Figure 1. Ports around the boundary (run 1).
Pins as bars across the die edge, other pins in grey.
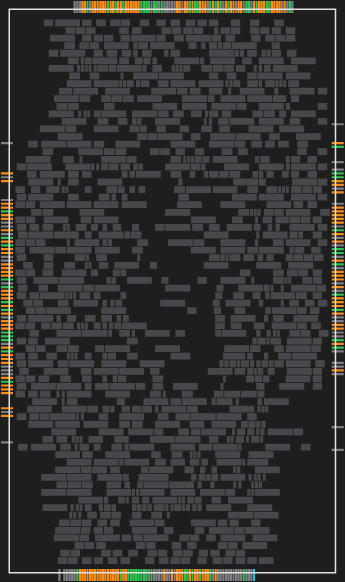
Figure 2. Routed clock nets over the placement (run 1).
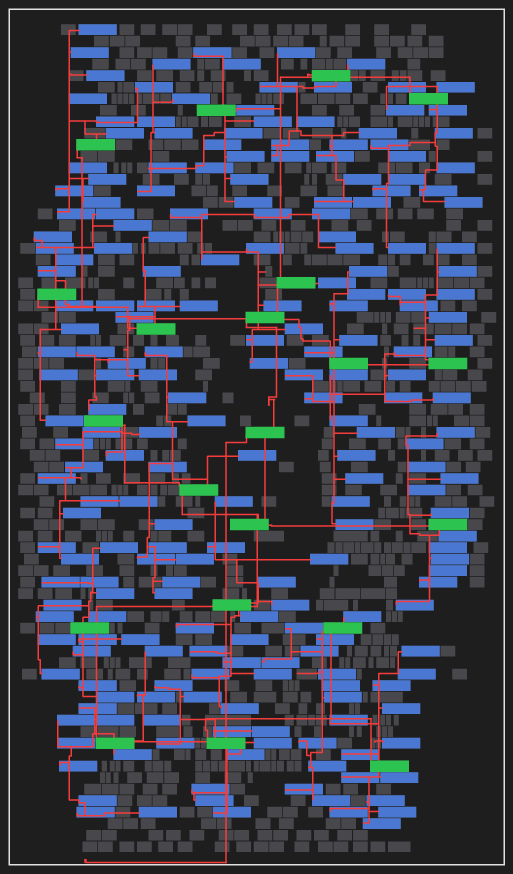
Figure 3. Drive-strength map (run 1).
Bar = 20 um.
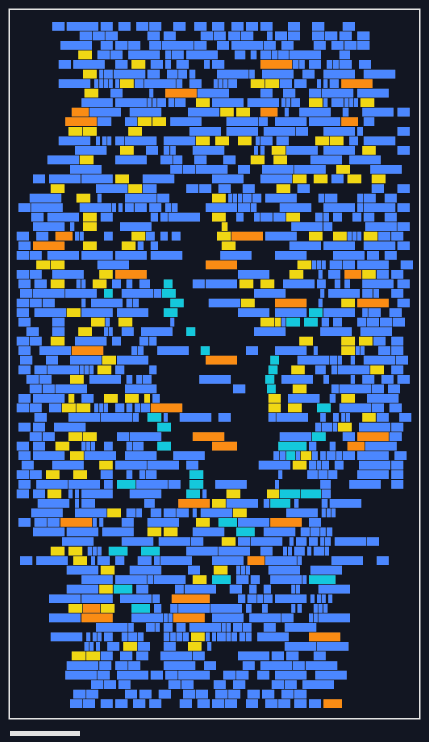
<file path="config.mk">
export PLATFORM = sky130hd
export DESIGN_NAME = vme_regbank_flat
export DESIGN_NICKNAME = d
export VERILOG_FILES = /design/src/rtl/vme_regbank_pkg.sv /design/src/rtl/vme_regbank_if.sv /design/src/rtl/vme_regbank_in_pipe.sv /design/src/rtl/vme_regbank.sv /design/src/flat_wrapper.sv
export SDC_FILE = /design/constraint.sdc
export NUM_CORES = 1
export LEC_CHECK = 0
export ABC_AREA = 0
export CORE_ASPECT_RATIO = 1.75
export CORE_MARGIN = 1.5
export CORE_UTILIZATION = 40
export DETAILED_ROUTE_END_ITERATION = 16
export PLACE_DENSITY = 0.7
export SETUP_SLACK_MARGIN = 0.15
export SLEW_MARGIN = 25
export SYNTH_ARGS = -nofsm -noshare
export SYNTH_HDL_FRONTEND = slang
export SYNTH_SLANG_ARGS = --single-unit
</file>
<file path="constraint.sdc">
create_clock -name Clk -period 5.91 [get_ports Clk]
set_clock_uncertainty 0.05 [all_clocks]
set_input_delay 1.182 -clock Clk [delete_from_list [all_inputs] [get_ports Clk]]
set_output_delay 1.182 -clock Clk [all_outputs]
set_load 0.01 [all_outputs]
</file>
<file path="src/rtl/vme_regbank_pkg.sv">
// Shared types and helpers for the VME register bank: address classification and byte merging.
package vme_regbank_pkg;

    localparam int unsigned DataWDefault = 32;
    localparam int unsigned N_BE         = DataWDefault / 8;

    typedef enum logic [1:0] {
        AddrRw,
        AddrRo,
        AddrUnmapped
    } addr_class_e;

    function automatic addr_class_e addr_classify(input int unsigned addr,
                                                  input int unsigned n_rw,
                                                  input int unsigned n_ro);
        addr_class_e cls;
        if (addr < n_rw) begin
            cls = AddrRw;
        end else if (addr < n_rw + n_ro) begin
            cls = AddrRo;
        end else begin
            cls = AddrUnmapped;
        end
        return cls;
    endfunction

    function automatic logic [7:0] byte_merge(input logic [7:0] old_b,
                                              input logic [7:0] new_b,
                                              input logic       be);
        return be ? new_b : old_b;
    endfunction

endpackage

</file>
<file path="src/rtl/vme_regbank_if.sv">
// Word-addressed VME memory strobe bus between the slave decoder and the register bank.
interface vme_regbank_if #(
    parameter int unsigned ADDR_W = 8,
    parameter int unsigned DATA_W = 32
);
    logic [ADDR_W-1:0]   VMEAddr;
    logic [DATA_W-1:0]   VMEWrData;
    logic [DATA_W/8-1:0] VMEWrBe;
    logic                VMERdMem;
    logic                VMEWrMem;
    logic [DATA_W-1:0]   VMERdData;
    logic                VMERdDone;
    logic                VMEWrDone;
    logic                VMEErr;

    modport master (
        output VMEAddr, VMEWrData, VMEWrBe, VMERdMem, VMEWrMem,
        input  VMERdData, VMERdDone, VMEWrDone, VMEErr
    );

    modport slave (
        input  VMEAddr, VMEWrData, VMEWrBe, VMERdMem, VMEWrMem,
        output VMERdData, VMERdDone, VMEWrDone, VMEErr
    );
endinterface

</file>
<file path="src/rtl/vme_regbank_in_pipe.sv">
// Optional input register stage in front of the decoder; PIPE_IN=0 is a straight wire.
module vme_regbank_in_pipe #(
    parameter int unsigned ADDR_W  = 8,
    parameter int unsigned DATA_W  = 32,
    parameter int unsigned PIPE_IN = 1
) (
    input  logic                Clk,
    input  logic                Rst_n,
    input  logic [ADDR_W-1:0]   addr_i,
    input  logic [DATA_W-1:0]   wdata_i,
    input  logic [DATA_W/8-1:0] be_i,
    input  logic                rd_i,
    input  logic                wr_i,
    output logic [ADDR_W-1:0]   addr_o,
    output logic [DATA_W-1:0]   wdata_o,
    output logic [DATA_W/8-1:0] be_o,
    output logic                rd_o,
    output logic                wr_o
);
    if (PIPE_IN != 0) begin : g_pipe
        logic [ADDR_W-1:0]   addr_d, addr_q;
        logic [DATA_W-1:0]   wdata_d, wdata_q;
        logic [DATA_W/8-1:0] be_d, be_q;
        logic                rd_d, rd_q, wr_d, wr_q;

        always_comb begin
            addr_d  = addr_i;
            wdata_d = wdata_i;
            be_d    = be_i;
            rd_d    = rd_i;
            wr_d    = wr_i;
        end

        always_ff @(posedge Clk or negedge Rst_n) begin
            if (!Rst_n) begin
                addr_q  <= '0;
                wdata_q <= '0;
                be_q    <= '0;
                rd_q    <= 1'b0;
                wr_q    <= 1'b0;
            end else begin
                addr_q  <= addr_d;
                wdata_q <= wdata_d;
                be_q    <= be_d;
                rd_q    <= rd_d;
                wr_q    <= wr_d;
            end
        end

        assign addr_o  = addr_q;
        assign wdata_o = wdata_q;
        assign be_o    = be_q;
        assign rd_o    = rd_q;
        assign wr_o    = wr_q;
    end else begin : g_bypass
        assign addr_o  = addr_i;
        assign wdata_o = wdata_i;
        assign be_o    = be_i;
        assign rd_o    = rd_i;
        assign wr_o    = wr_i;
    end
endmodule

</file>
<file path="src/rtl/vme_regbank.sv">
// Parametrised VME register bank: N_RW control registers, N_RO status registers, one strobe bus.
module vme_regbank
    import vme_regbank_pkg::*;
#(
    parameter int unsigned           DATA_W  = DataWDefault,
    parameter int unsigned           ADDR_W  = 8,
    parameter int unsigned           N_RW    = 4,
    parameter int unsigned           N_RO    = 2,
    parameter logic [N_RW*DATA_W-1:0] RW_RST = '0,
    parameter int unsigned           PIPE_IN = 1
) (
    input  logic                                     Clk,
    input  logic                                     Rst_n,
    vme_regbank_if.slave                             bus,
    output logic [N_RW*DATA_W-1:0]                   rw_o,
    output logic [N_RW-1:0]                          wr_stb_o,
    input  logic [((N_RO > 0) ? N_RO : 1)*DATA_W-1:0] ro_i
);
    localparam int unsigned NumBe = DATA_W / 8;

    logic [ADDR_W-1:0] p_addr;
    logic [DATA_W-1:0] p_wdata;
    logic [NumBe-1:0]  p_be;
    logic              p_rd, p_wr;

    vme_regbank_in_pipe #(
        .ADDR_W  (ADDR_W),
        .DATA_W  (DATA_W),
        .PIPE_IN (PIPE_IN)
    ) u_in_pipe (
        .Clk     (Clk),
        .Rst_n   (Rst_n),
        .addr_i  (bus.VMEAddr),
        .wdata_i (bus.VMEWrData),
        .be_i    (bus.VMEWrBe),
        .rd_i    (bus.VMERdMem),
        .wr_i    (bus.VMEWrMem),
        .addr_o  (p_addr),
        .wdata_o (p_wdata),
        .be_o    (p_be),
        .rd_o    (p_rd),
        .wr_o    (p_wr)
    );

    logic [N_RW*DATA_W-1:0] rw_d, rw_q;
    logic [N_RW-1:0]        wr_stb_d, wr_stb_q;
    logic [DATA_W-1:0]      rd_data_d, rd_data_q;
    logic                   rd_done_d, rd_done_q, wr_done_d, wr_done_q, err_d, err_q;
    logic                   pend_d, pend_q;
    logic [ADDR_W-1:0]      pend_addr_d, pend_addr_q;

    logic [ADDR_W-1:0] rd_addr;
    logic              rd_go;
    addr_class_e       wr_cls, rd_cls;

    always_comb begin
        rw_d        = rw_q;
        wr_stb_d    = '0;
        wr_done_d   = 1'b0;
        rd_done_d   = 1'b0;
        rd_data_d   = '0;
        err_d       = 1'b0;
        pend_d      = 1'b0;
        pend_addr_d = pend_addr_q;
        rd_go       = 1'b0;
        rd_addr     = p_addr;

        wr_cls = addr_classify(32'(p_addr), N_RW, N_RO);
        if (p_wr) begin
            wr_done_d = 1'b1;
            err_d     = (wr_cls == AddrUnmapped);
            for (int i = 0; i < N_RW; i++) begin
                if (wr_cls == AddrRw && p_addr == ADDR_W'(i)) begin
                    wr_stb_d[i] = 1'b1;
                    for (int b = 0; b < NumBe; b++) begin
                        rw_d[i*DATA_W + 8*b +: 8] = byte_merge(rw_q[i*DATA_W + 8*b +: 8],
                                                               p_wdata[8*b +: 8], p_be[b]);
                    end
                end
            end
        end

        // A deferred read owns the read port; a colliding read is parked behind the write.
        if (pend_q) begin
            rd_go   = 1'b1;
            rd_addr = pend_addr_q;
        end else if (p_rd && p_wr) begin
            pend_d      = 1'b1;
            pend_addr_d = p_addr;
        end else begin
            rd_go = p_rd;
        end

        rd_cls = addr_classify(32'(rd_addr), N_RW, N_RO);
        if (rd_go) begin
            rd_done_d = 1'b1;
            if (rd_cls == AddrUnmapped) begin
                err_d = 1'b1;
            end
            for (int i = 0; i < N_RW; i++) begin
                if (rd_addr == ADDR_W'(i)) begin
                    rd_data_d = rw_q[i*DATA_W +: DATA_W];
                end
            end
            for (int j = 0; j < N_RO; j++) begin
                if (rd_addr == ADDR_W'(N_RW + j)) begin
                    rd_data_d = ro_i[j*DATA_W +: DATA_W];
                end
            end
        end
    end

    always_ff @(posedge Clk or negedge Rst_n) begin
        if (!Rst_n) begin
            rw_q        <= RW_RST;
            wr_stb_q    <= '0;
            rd_data_q   <= '0;
            rd_done_q   <= 1'b0;
            wr_done_q   <= 1'b0;
            err_q       <= 1'b0;
            pend_q      <= 1'b0;
            pend_addr_q <= '0;
        end else begin
            rw_q        <= rw_d;
            wr_stb_q    <= wr_stb_d;
            rd_data_q   <= rd_data_d;
            rd_done_q   <= rd_done_d;
            wr_done_q   <= wr_done_d;
            err_q       <= err_d;
            pend_q      <= pend_d;
            pend_addr_q <= pend_addr_d;
        end
    end

    assign bus.VMERdData = rd_data_q;
    assign bus.VMERdDone = rd_done_q;
    assign bus.VMEWrDone = wr_done_q;
    assign bus.VMEErr    = err_q;
    assign rw_o          = rw_q;
    assign wr_stb_o      = wr_stb_q;
endmodule

</file>
<file path="src/flat_wrapper.sv">
// flat-port wrapper written by rule: the top's interface ports become plain ports
module vme_regbank_flat import vme_regbank_pkg::*;
#(
    parameter int unsigned           DATA_W  = DataWDefault,
    parameter int unsigned           ADDR_W  = 8,
    parameter int unsigned           N_RW    = 4,
    parameter int unsigned           N_RO    = 2,
    parameter logic [N_RW*DATA_W-1:0] RW_RST = '0,
    parameter int unsigned           PIPE_IN = 1
)
  (Clk, Rst_n, rw_o, wr_stb_o, ro_i, bus_VMEAddr, bus_VMEWrData, bus_VMEWrBe, bus_VMERdMem, bus_VMEWrMem, bus_VMERdData, bus_VMERdDone, bus_VMEWrDone, bus_VMEErr);
  vme_regbank_if #(.ADDR_W(ADDR_W), .DATA_W(DATA_W)) bus_i ();
  input  logic Clk;
  input  logic Rst_n;
  output logic [N_RW*DATA_W-1:0] rw_o;
  output logic [N_RW-1:0] wr_stb_o;
  input  logic [((N_RO > 0) ? N_RO : 1)*DATA_W-1:0] ro_i;
  input wire logic [$bits(bus_i.VMEAddr)-1:0] bus_VMEAddr;
  input wire logic [$bits(bus_i.VMEWrData)-1:0] bus_VMEWrData;
  input wire logic [$bits(bus_i.VMEWrBe)-1:0] bus_VMEWrBe;
  input wire logic [$bits(bus_i.VMERdMem)-1:0] bus_VMERdMem;
  input wire logic [$bits(bus_i.VMEWrMem)-1:0] bus_VMEWrMem;
  output wire logic [$bits(bus_i.VMERdData)-1:0] bus_VMERdData;
  output wire logic [$bits(bus_i.VMERdDone)-1:0] bus_VMERdDone;
  output wire logic [$bits(bus_i.VMEWrDone)-1:0] bus_VMEWrDone;
  output wire logic [$bits(bus_i.VMEErr)-1:0] bus_VMEErr;
  assign bus_i.VMEAddr = bus_VMEAddr;
  assign bus_i.VMEWrData = bus_VMEWrData;
  assign bus_i.VMEWrBe = bus_VMEWrBe;
  assign bus_i.VMERdMem = bus_VMERdMem;
  assign bus_i.VMEWrMem = bus_VMEWrMem;
  assign bus_VMERdData = bus_i.VMERdData;
  assign bus_VMERdDone = bus_i.VMERdDone;
  assign bus_VMEWrDone = bus_i.VMEWrDone;
  assign bus_VMEErr = bus_i.VMEErr;
  vme_regbank #(.DATA_W(DATA_W), .ADDR_W(ADDR_W), .N_RW(N_RW), .N_RO(N_RO), .RW_RST(RW_RST), .PIPE_IN(PIPE_IN)) u_core (.Clk(Clk), .Rst_n(Rst_n), .bus(bus_i), .rw_o(rw_o), .wr_stb_o(wr_stb_o), .ro_i(ro_i));
endmodule
</file>
==> datasheet_impl.txt, run 1 <==
Summary of implementation characteristics

Parameter                              Value

Yosys
  Count of instantiated cells in the yosys netlist .................. approximately 710
  Net Count, Synth .................. about 830
  Post-synthesis cell count .................. approximately 710
  Warnings from Yosys .................. 0
  Synthesized cell area .................. between 9000 and 10000 um2
  Cell accounting for the most synthesized area .................. dfrtp_1
  Top flip-flop cell by instance count after synthesis .................. dfrtp_1
  Fraction of registers with async set or reset after synthesis .................. 100%
  Distinct cell type count after synthesis .................. between 40 and 50
  Number of enable-type register cells in the synthesized netlist .................. 0
  Seq/Total Area, Yosys .................. roughly 61%
  Synth area leaders .................. dfrtp_1, mux2_2, nand2_1, a22oi_1, o21ai_0
  Area share, top type .................. 61.5%
  YS chip area .................. 9040 um2
  Count of state elements after synthesis .................. between 200 and 250
  Per-instance average area after synthesis .................. about 13 um2

Run
  Tool warning count .................. 30
  Max Cap Viol .................. 0

Route
  WL per Instance .................. between 20 and 25 um
  Residual DRC .................. 0
  Total via count in the routed design .................. around 6900
  Router iterations before antenna repair .................. 5
  Number of vias per cell .................. approximately 5.3
  Violation tally from detailed-route iteration zero .................. around 460
  Post-route antenna net violation count .................. 0
  Total Wirelength .................. 28300 um

Critical path
  Highest fanout seen on the critical path .................. 18
  WP data arrival .................. 3370 ps
  Data required time at the worst endpoint .................. between 6000 and 7000 ps
  Sort of element at the end of the critical path .................. flip-flop
  Setup slack, reg-to-reg .................. just under 3000 ps
  Crit Path Category .................. reg2reg
  R2R Path Start .................. u_core.pend_q
  Cells on worst reg2reg path .................. 6
  R2r endpoint .................. u_core.bus.VMERdData[20]
  Startpoint Class .................. flip-flop

CTS
  Cell resize tally after clock tree synthesis .................. 0
  Hold-fix buffer count after cts .................. 0
  Number of clock sinks seen by CTS .................. 222
  Inserted Clock Buffers .................. 21
  TritonCTS clock tree .................. done
  Clock Path Buffers .................. 3
  Clk root buf .................. clkbuf_16
  Number of setup buffers added after CTS .................. 0
  Clock-pin slew on the worst setup and hold paths .................. 60 ps

Power and ir drop
  Power per cell area .................. around 250 nW/um2
  Peak supply drop .................. between 200 and 250 uV
  Total leakage power .................. 5.92 nW

Final timing
  Setup repair after global routing missed its margin .................. false
  Slew at the pin with the worst max-slew slack .................. roughly 1000 ps
  Maximum achievable frequency .................. 0.332 GHz
  Min cycle time layout .................. ~3000 ps
  TNS Setup .................. 0 ps
  Final number of setup-violating endpoints .................. 0
  Slew Limit Fails .................. 0
  Post-layout period usage .................. between 50% and 60%
  Worst rel slew slack .................. roughly 33%
  Final-report hold violation count .................. 0

Final layout
  Filler instances .................. approximately 1900
  Most instantiated logic cells after routing .................. clkdlybuf4s50_1, dfrtp_1, nand2_1, mux2_2, o21ai_0
  Multi-input gate area .................. between 3000 and 4000 um2
  # nets final .................. roughly 1100
  Most common cell after layout, fill and taps aside .................. clkdlybuf4s50_1
  Post-route cell area .................. approximately 13000 um2
  Ratio of cells with drive above 1 in the final layout .................. just under 20%
  Area of all sequential standard cells .................. between 5000 and 6000 um2

Die
  Fp_density .................. 40.8%
  Cell Rows .................. 72
  Chip area .................. between 20000 and 25000 um2
  Number of top-level design ports .................. approximately 280
  Core area .................. between 20000 and 25000 um2

Place
  Dpl cell area .................. approximately 12000 um2
  Placed wire-length estimate .................. approximately 20000 um
  GPL Wtd Cong .................. about 0.85

GRT
  Pin count of the biggest net entering global routing .................. approximately 120
  Number of global-route vias before repair .................. 7194
  Total overflow reported by the global router .................. 0
  Wire length of the first global-routing pass .................. around 43000 um
  Initial antenna violation count .................. 3
  GRT Util Overall .................. 24.4%

Hold path
  Class of the most critical hold timing path .................. reg2reg
  Worst hold path depth .................. 0
  Worst-case hold path end point .................. u_core.bus.VMEWrDone
  Start point of the worst min-delay path .................. u_core.u_in_pipe.wr_o

Run status
  Result of the run .................. finished clean
About Figure 1:
- cyan: Rst_n (pins 1; direction input; edge bottom)
- green: ro_i (pins 64; direction input; edge 24 top, 17 bottom, 12 left, 11 right)
- orange: rw_o (pins 128; direction output; edge 42 top, 32 left, 30 bottom, 24 right)
- all pins by edge: 86 top, 76 bottom, 60 left, 57 right
count of input and output buffers: 278
vertical die dimension: 202 um
overall die width: 117 um

About Figure 2:
- green: clock drivers (count 21)
- blue: flip-flops (count 222)
- red: clock wires (length 2680 um)
- flops lie: widely spread
- routed clock nets: 22
power drawn by the clock network: 1.36 mW
relative contribution of the clock network to total power: 41.6%
clock latency reported for the late side of the worst-skew pair: 500 ps

About Figure 3:
- cyan: _3 and _4 cells (cells 36; share 3.6%)
- yellow: _2 cells (cells 126; share 13%)
- orange: _6 and larger (cells 32; share 3.2%)
- blue: _0 and _1 cells (cells 809; share 81%)
growth of design area from synthesis to finish: 42.6%
Worst Slack Setup Final: 2900 ps

run 1: per-stage QoR:
| stage | power [mW] | setup WS [ps] | utilization [%] | hold slack [ps] | instances |
|---|---|---|---|---|---|
| 6_report | 3.27 | 2900 | 58.2 | 380 | 1301 |
| 4_1_cts | 3.31 | 2910 | 58.1 | 396 | 1299 |
| 3_5_place_dp | 1.94 | 2930 | 55.0 | 382 | 1262 |
| 5_1_grt | 3.39 | 2620 | 58.2 | 398 | 1301 |
| 3_3_place_gp | 1.94 | 2930 | 55.0 | 370 | 1262 |
| 2_1_floorplan | 1.73 | 3590 | - | 324 | 713 |
run 1: cell type report:
cell class	instances	share of cell area (%)
antenna	2	0.0388
clock buffer	31	4.99
clock inverter	6	0.446
inverter	6	0.175
multi-input combinational	451	26.1
sequential	222	43.1
tap	296	2.87
timing repair buffer	287	22.2
run 1: synthesized netlist by cell type (2+ instances only):
cell / n
mux2_2: 117
mux2_1: 4
dfrtp_1: 222
o21ai_0: 38
a21oi_1: 34
nand3b_1: 2
nor4b_1: 2
and3_1: 16
a22oi_1: 31
nand2_1: 118
nor2_1: 6
inv_1: 6
nor3b_1: 3
nor2b_1: 2
a211oi_1: 16
mux2_4: 8
nand2_4: 12
a221oi_1: 14
clkbuf_1: 33
nor3_1: 5
nor3_4: 3
nand3_1: 2
run 1: metal layers:
layer / part of all wire [%] / up-vias / GRT usage [%]
met5: 0.039 / - / 0
met4: 4.2 / 2 / 11.1
met3: 5.3 / 61 / 3.48
met2: 52 / 282 / 41.9
met1: 38 / 3400 / 30.0
li1: - / 3114 / -
run 1: flip-flops by register name, summed over array words and instances, names as in the netlist:
name	count
u_core.u_in_pipe.wr_o	1
u_core.bus.VMEWrDone	1
u_core.bus.VMERdData	32
u_core.pend_addr_q	8
u_core.u_in_pipe.wdata_o	32
u_core.u_in_pipe.be_o	4
u_core.bus.VMEErr	1
u_core.pend_q	1
u_core.wr_stb_o	4
u_core.u_in_pipe.addr_o	8
u_core.bus.VMERdDone	1
u_core.rw_o	128
u_core.u_in_pipe.rd_o	1
run 1: worst max-delay path, cell delays in order (launching register included):
cell     delay, ps
dfrtp_1        660
nor2_1         110
a22oi_1        820
or3_1          610
buf_4          360
o21ai_0        110
a21oi_1        170
run 1: power breakdown:
part	total [mW]	switching, mW	internal, mW
logic	0.286	0.136	0.150
registers	1.62	0.0536	1.57
clock network	1.36	0.567	0.796
run 1: how the worst max path moves through the flow:
stage,end,depth (start not counted),from,slack [ps]
after floorplan,u_core.rw_o[32],6,u_core.u_in_pipe.addr_o[3],3590
after CTS,u_core.bus.VMERdData[20],6,u_core.pend_q,2910
after global routing,u_core.bus.VMERdData[29],6,u_core.pend_q,2620
after detailed placement,u_core.bus.VMERdData[20],6,u_core.pend_q,2930
after global placement,u_core.bus.VMERdData[30],6,u_core.pend_q,2930
final,u_core.bus.VMERdData[20],6,u_core.pend_q,2900
run 1: logic make-up (layout without fill, tap and decap cells):
logic type	Yosys count	in the layout	synth area share [%]
buffers and inverters	40	330	1.67
AND/OR/NAND/NOR	178	178	10.2
AND-OR/OR-AND	143	143	10.2
other	0	2	0
multiplexers	130	130	16.5
flip-flops	222	222	61.5
--- run 2 (diff from run 1) ---
--- a/config.mk
+++ b/config.mk
@@ -10,7 +10,7 @@
 export CORE_MARGIN = 1.5
 export CORE_UTILIZATION = 40
 export DETAILED_ROUTE_END_ITERATION = 16
-export PLACE_DENSITY = 0.7
+export PLACE_DENSITY = 0.73
 export SETUP_SLACK_MARGIN = 0.15
 export SLEW_MARGIN = 25
 export SYNTH_ARGS = -nofsm -noshare
==> constraint.sdc (replaced) <==
create_clock -name Clk -period 2.7 [get_ports Clk]
set_clock_uncertainty 0.05 [all_clocks]
set_input_delay 0.54 -clock Clk [delete_from_list [all_inputs] [get_ports Clk]]
set_output_delay 0.54 -clock Clk [all_outputs]
set_load 0.01 [all_outputs]
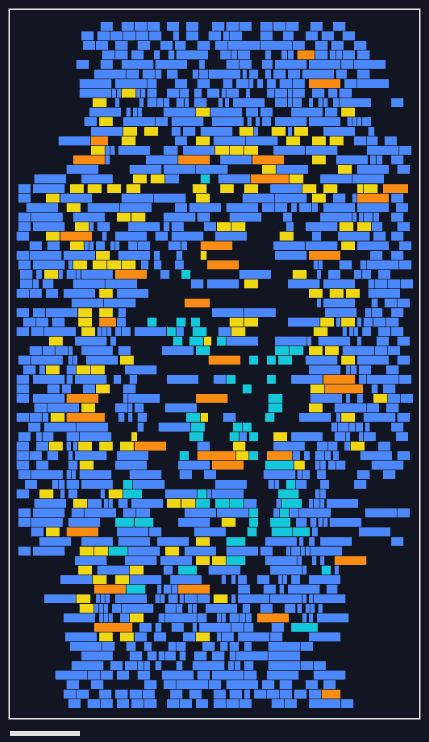
Figure 4: run 2, drive-strength map.
Bar = 20 um.
- blue: _0 and _1 cells (cells 809; share 79%)
- orange: _6 and larger (cells 33; share 3.2%)
- cyan: _3 and _4 cells (cells 57; share 5.6%)
- yellow: _2 cells (cells 126; share 12%)
Worst Slack Setup Final: 249 ps
total of plain and repair buffers excluding clock buffers: 310
growth of design area from synthesis to finish: 45.6%

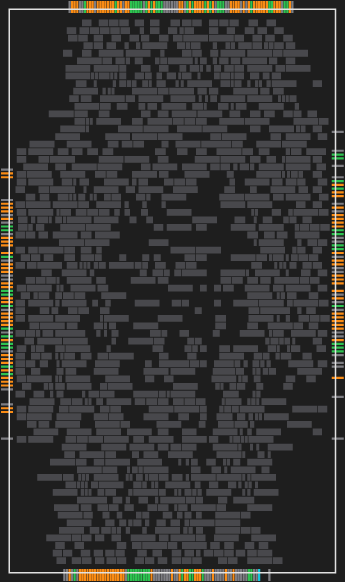
Figure 5: run 2, ports around the boundary.
Pins as bars across the die edge, other pins in grey.
- cyan: Rst_n (pins 1; direction input; edge bottom)
- orange: rw_o (pins 128; direction output; edge 44 top, 31 left, 30 bottom, 23 right)
- green: ro_i (pins 64; direction input; edge 24 top, 16 bottom, 12 left, 12 right)

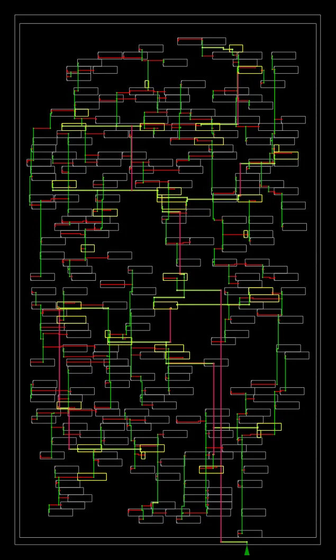
Figure 6: run 2, clock nets.
count of flip-flops and latches: 222
power drawn by the clock network: 3.24 mW
clock latency reported for the late side of the worst-skew pair: 490 ps
Inserted Clock Buffers: 21

==> run 2 against run 1 <==
Cell area is 2.1% higher. Power is 130% higher. Wire length is 5.1% higher.
==> datasheet_impl.txt, run 2 <==
Summary of implementation characteristics

Parameter                              Value

Final layout
  Most common cell after layout, fill and taps aside .................. clkdlybuf4s50_1
  Filler instances .................. 1871 (+0.70%)
  Most instantiated logic cells after routing .................. clkdlybuf4s50_1, dfrtp_1, mux2_2, nand2_1, o21ai_0
  Flip-flop count of the largest register, all copies and words added .................. 128 (unchanged)

Power and ir drop
  Peak supply drop .................. 388 uV (+73%)
  Switching Fraction .................. 22.6% (-0.54 points)
  Power spent charging and discharging nets .................. 1.68 mW (+120%)
  Power per cell area .................. 566 nW/um2 (+120%)
  Sequential share of power .................. 47.7% (-1.9 points)
  Cell-internal power .................. 5.77 mW (+130%)

Die
  Fp_density .................. 40.8% (unchanged)
  Vertical die dimension .................. 202 um (unchanged)
  Chip area .................. 23500 um2 (unchanged)

Yosys
  Fraction of registers with async set or reset after synthesis .................. 100% (unchanged)
  Per-instance average area after synthesis .................. 12.7 um2 (unchanged)
  Synth area leaders .................. dfrtp_1, mux2_2, nand2_1, a22oi_1, o21ai_0
  Ranking of synthesized cells by instance count .................. dfrtp_1, nand2_1, mux2_2
  Cell accounting for the most synthesized area .................. dfrtp_1

Final timing
  Maximum achievable frequency .................. 0.408 GHz (+23%)
  Hold WS .................. 410 ps (+30.9 ps)
  Min cycle time layout .................. 2450 ps (-562 ps)
  Post-layout period usage .................. 90.8% (+40 points)
  Final number of setup-violating endpoints .................. 0 (unchanged)
  Worst rel slew slack .................. 46.7% (+13 points)

Hold path
  Class of the most critical hold timing path .................. reg2reg
  Worst hold path depth .................. 0 (unchanged)
  Worst-case hold path end point .................. u_core.bus.VMEWrDone

Place
  Dpl cell area .................. 12400 um2 (+1.5%)
  GPL Wtd Cong .................. 0.840 (-1.3%)

Route
  Total Wirelength .................. 29700 um (+5.1%)
  Post-route antenna net violation count .................. 0 (unchanged)

GRT
  Total overflow reported by the global router .................. 0 (unchanged)
  Wire length of the first global-routing pass .................. 44600 um (+3.9%)

CTS
  Clk root buf .................. clkbuf_16

Critical path
  Highest fanout seen on the critical path .................. 22 (+4)

Run status
  Result of the run .................. finished clean
-- run 2: critical path, cell delays in order (launching register included) --
cell and delay [ps]:
dfrtp_1 380, nor4b_1 470, a22oi_1 350, nor3_2 310
buf_4 360, a221oi_1 100, a21oi_1 290
-- run 2: layer usage --
metal | part of all wire, % | up-vias
met4 | 5.0 | 2
met1 | 37 | 3643
met3 | 5.2 | 83
met2 | 52 | 322
li1 | - | 3147
met5 | 0.037 | -
-- run 2: through the flow --
step                      power (mW)  worst slack [ps]  utilization, %
after global routing            7.70               151            59.4
final                           7.45               249            59.4
after floorplan                 3.78               377               -
after global placement          4.26             -72.6            55.8
after CTS                       7.51               168            59.3
after detailed placement        4.27             -61.5            55.8
-- run 2: cells by family (layout without fill, tap and decap cells) --
family,after synthesis,in the layout,synth area share [%]
AND-OR/OR-AND,143,143,10.2
multiplexers,130,130,16.5
buffers and inverters,40,352,1.67
flip-flops,222,222,61.5
AND/OR/NAND/NOR,178,178,10.2
other,0,4,0
-- run 2: worst max-delay path by stage --
stage / start / end / slack, ps
2_1_floorplan: u_core.u_in_pipe.addr_o[3] / u_core.rw_o[32] / 380
3_3_place_gp: u_core.u_in_pipe.addr_o[3] / u_core.rw_o[115] / -70
3_5_place_dp: u_core.u_in_pipe.addr_o[3] / u_core.rw_o[115] / -60
4_1_cts: u_core.u_in_pipe.addr_o[3] / u_core.rw_o[100] / 170
5_1_grt: u_core.u_in_pipe.addr_o[3] / u_core.rw_o[99] / 150
6_report: u_core.pend_addr_q[7] / u_core.bus.VMERdData[9] / 250
-- run 2: power groups by stage --
stage / combinational [mW] / sequential, mW / clock [mW]
final: 0.658 / 3.56 / 3.24
after global routing: 0.706 / 3.57 / 3.43
after CTS: 0.662 / 3.55 / 3.29
after detailed placement: 0.655 / 3.62 / 0
after global placement: 0.647 / 3.61 / 0
after floorplan: 0.185 / 3.60 / 0
-- run 2: cell type report --
type | count | area, um2 | share of cell area [%]
well taps | 296 | 370 | 2.81
flip-flops and latches | 222 | 5560 | 42.2
multi-input cells | 451 | 3380 | 25.7
clock inverters | 8 | 165 | 1.26
inverters | 6 | 22.5 | 0.171
clock buffers | 28 | 582 | 4.42
repair buffers | 310 | 3070 | 23.3
diodes | 4 | 10.0 | 0.0761
-- run 2: what timing repair did --
item	in CTS	in global routing
hold endpoints to repair	59	0
endpoints found under the setup margin	32	32
gates resized	4	0
setup buffers	1	0
hold buffers	1	0
pin swaps	1	1
cloned	0	0
--- run 3 (diff from run 2) ---
--- a/config.mk
+++ b/config.mk
@@ -10,7 +10,7 @@
 export CORE_MARGIN = 1.5
 export CORE_UTILIZATION = 40
 export DETAILED_ROUTE_END_ITERATION = 16
-export PLACE_DENSITY = 0.73
+export PLACE_DENSITY = 0.7
 export SETUP_SLACK_MARGIN = 0.15
 export SLEW_MARGIN = 25
 export SYNTH_ARGS = -nofsm -noshare
==> constraint.sdc (replaced) <==
create_clock -name Clk -period 2.96 [get_ports Clk]
set_clock_uncertainty 0.05 [all_clocks]
set_input_delay 0.592 -clock Clk [delete_from_list [all_inputs] [get_ports Clk]]
set_output_delay 0.592 -clock Clk [all_outputs]
set_load 0.01 [all_outputs]
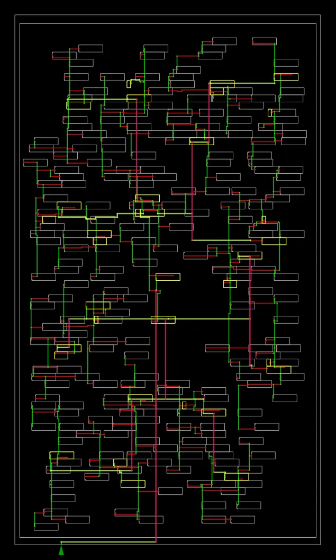
Figure 7: run 3, clock nets.
power drawn by the clock network: 2.55 mW
clock latency reported for the late side of the worst-skew pair: 500 ps

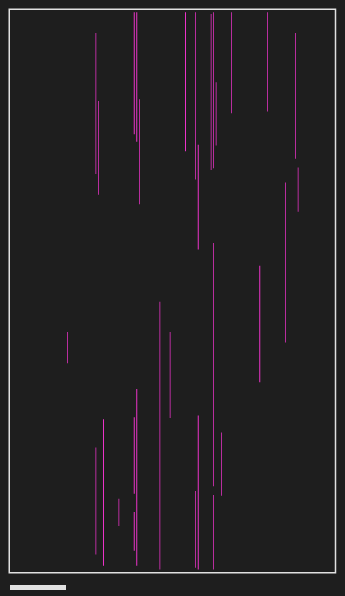
Figure 8: run 3, the metal 4 layer.
Bar = 20 um.
- share of all routed wire: 4.4%
- longest straight run: 95.9 um
Total Wirelength: 29300 um
total via count in the routed design: 6979

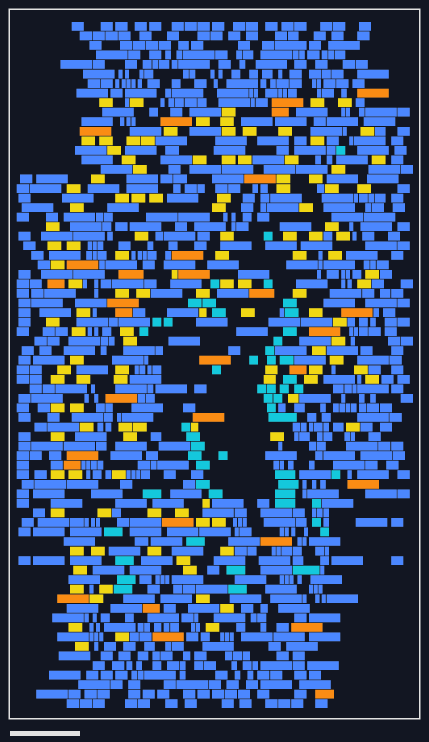
Figure 9: run 3, drive-strength map.
Bar = 20 um.
- blue: _0 and _1 cells (cells 810; share 80%)
- cyan: _3 and _4 cells (cells 53; share 5.2%)
- orange: _6 and larger (cells 30; share 2.9%)
- yellow: _2 cells (cells 125; share 12%)
total of plain and repair buffers excluding clock buffers: 305
growth of design area from synthesis to finish: 43.7%

==> run 3 against run 2 <==
The run now ends with negative hold slack left. Utilization fell by 0.76 points. Die size did not move. First-iteration DRC count fell by 15%. Largest power group unchanged. Power fell by 14%. Final cell count fell by 0.60%. Critical path type unchanged. Wire length fell by 1.6%. Combinational power fell by 9.4%. Critical endpoint is now u_core.rw_o[14]. Maximum frequency fell by 9.4%.
==> datasheet_impl.txt, run 3 <==
Summary of implementation characteristics

Parameter                              Value

Power and ir drop
  Power per cell area .................. 492 nW/um2 (-13%)
  PnR Total Power .................. 6.39 mW (-14%)
  Total leakage power .................. 5.98 nW
  Peak supply drop .................. 359 uV (-7.4%)

Run status
  Result of the run .................. finished, violations left
  Violated checks .................. negative hold slack

Final timing
  Final number of setup-violating endpoints .................. 0 (unchanged)
  Final-report hold violation count .................. 8
  Worst rel slew slack .................. 45.3% (-1.5 points)
  Hold WS .................. -6.90 ps (-417 ps)
  Post-layout period usage .................. 91.4% (+0.57 points)
  Maximum achievable frequency .................. 0.370 GHz (-9.4%)
  Min cycle time layout .................. 2700 ps (+253 ps)

Run
  Max Cap Viol .................. 0

Route
  Met2 routed wirelength .................. 15300 um (-2.2%)
  Post-Route M1 WL .................. 11200 um (+0.41%)
  Top Metal Used .................. met4
  Met3 WL post-DR .................. 1570 um (+1.9%)
  Post-route antenna net violation count .................. 0 (unchanged)

GRT
  Total overflow reported by the global router .................. 0 (unchanged)
  GRT Util Overall .................. between 20 and 30%
  Wire length of the first global-routing pass .................. 44400 um (-0.54%)

Critical path
  Cell breakdown of the critical path .................. nor4_4 -> or4b_1 -> nor3_4 -> nand2_4 -> mux2_2
  Highest fanout seen on the critical path .................. 8 (-64%)
  Critical path's top delay family .................. simple AND/OR/NAND/NOR gates
  WP buf/inv .................. 0 (-1)
  Cell depth of the worst setup path .................. 5 (-1)
  Data required time at the worst endpoint .................. ~3300 ps
  Sort of element at the end of the critical path .................. flip-flop
  Delay contributed by the slowest stage of the critical path .................. 670 ps (+200 ps)

CTS
  Inserted Clock Buffers .................. 21 (unchanged)
  H-tree Lvls .................. 1
  Clk root buf .................. clkbuf_16

Final layout
  Filler instances .................. 1916 (+2.4%)
  Flip-flop count of the largest register, all copies and words added .................. 128 (unchanged)
  Most common cell after layout, fill and taps aside .................. clkdlybuf4s50_1
  Utilization of the core after routing .................. 58.6% (-0.76 points)
  Most instantiated logic cells after routing .................. clkdlybuf4s50_1, dfrtp_1, mux2_2, nand2_1, o21ai_0

Yosys
  Post-synthesis cell count .................. just over 700
  Per-instance average area after synthesis .................. 12.7 um2 (unchanged)
  Ranking of synthesized cells by instance count .................. dfrtp_1, nand2_1, mux2_2
  Fraction of registers with async set or reset after synthesis .................. 100% (unchanged)
  Synth area leaders .................. dfrtp_1, mux2_2, nand2_1, a22oi_1, o21ai_0
  Cell accounting for the most synthesized area .................. dfrtp_1
  Net Count, Synth .................. a little over 800

Die
  Fp_density .................. 40.8% (unchanged)
  Vertical die dimension .................. 202 um (unchanged)
  Chip area .................. 23500 um2 (unchanged)
  Core area .................. approximately 22000 um2

Hold path
  Class of the most critical hold timing path .................. in2async

Place
  GPL Wtd Cong .................. 0.860 (+2.4%)
run 3: worst register-to-register path: stages (launching register included):
cell     delay [ps]
dfrtp_1         400
nor4_4          340
or4b_1          670
nor3_4          550
nand2_4         230
mux2_2          330
run 3: repair_timing:
item                                    4_1_cts  5_1_grt
endpoints found under the setup margin        0       32
resized                                       0        4
setup buffers                                 0        0
hold buffers                                  0        0
hold endpoints to repair                      0        0
run 3: area by class of cell:
| cell class | count | area [um2] | share of cell area [%] |
|---|---|---|---|
| Antenna cell | 3 | 7.51 | 0.0578 |
| Clock buffer | 33 | 631 | 4.85 |
| Clock inverter | 1 | 5.00 | 0.0385 |
| Inverter | 6 | 22.5 | 0.173 |
| Multi-Input combinational cell | 451 | 3380 | 26.0 |
| Sequential cell | 222 | 5560 | 42.8 |
| Tap cell | 296 | 370 | 2.85 |
| Timing Repair Buffer | 305 | 3020 | 23.2 |
run 3: worst max-delay path by stage:
stage | startpoint | end | slack, ps
finish | u_core.u_in_pipe.addr_o[3] | u_core.rw_o[14] | 260
global route | u_core.u_in_pipe.addr_o[3] | u_core.rw_o[71] | 150
CTS | u_core.u_in_pipe.addr_o[3] | u_core.rw_o[116] | 180
detailed placement | u_core.u_in_pipe.addr_o[3] | u_core.rw_o[100] | 200
global placement | u_core.u_in_pipe.addr_o[3] | u_core.rw_o[99] | 190
floorplan | u_core.u_in_pipe.addr_o[3] | u_core.rw_o[32] | 640
run 3: kinds of logic (layout without fill, tap and decap cells):
family,Yosys count,in the layout,synth area share [%]
AOI/OAI and AO/OA,143,143,10.2
buffers and inverters,40,345,1.67
DFF,222,222,61.5
muxes,130,130,16.5
other,0,3,0
and+or+nand+nor,178,178,10.2
run 3: report_power, final:
part	switching (mW)	internal, mW
Combinational	0.282	0.315
Sequential	0.108	3.14
Clock	1.10	1.45
Total	1.49	4.90
run 3: stage by stage:
stage / cell area, um2 / hold WS (ps) / setup slack, ps
after floorplan: 9040 / 246 / 637
after global routing: 13000 / 39.9 / 148
after CTS: 13000 / 23.8 / 183
after global placement: 12300 / 360 / 187
after detailed placement: 12300 / 363 / 204
final: 13000 / -6.90 / 256
run 3: metal layers:
| metal | up-vias | global-route usage, % |
|---|---|---|
| met3 | 66 | 3.90 |
| met5 | - | 0 |
| met2 | 273 | 44.5 |
| met4 | 0 | 10.6 |
| met1 | 3515 | 30.3 |
| li1 | 3125 | - |
Power is estimated from default activity; no workload was simulated.
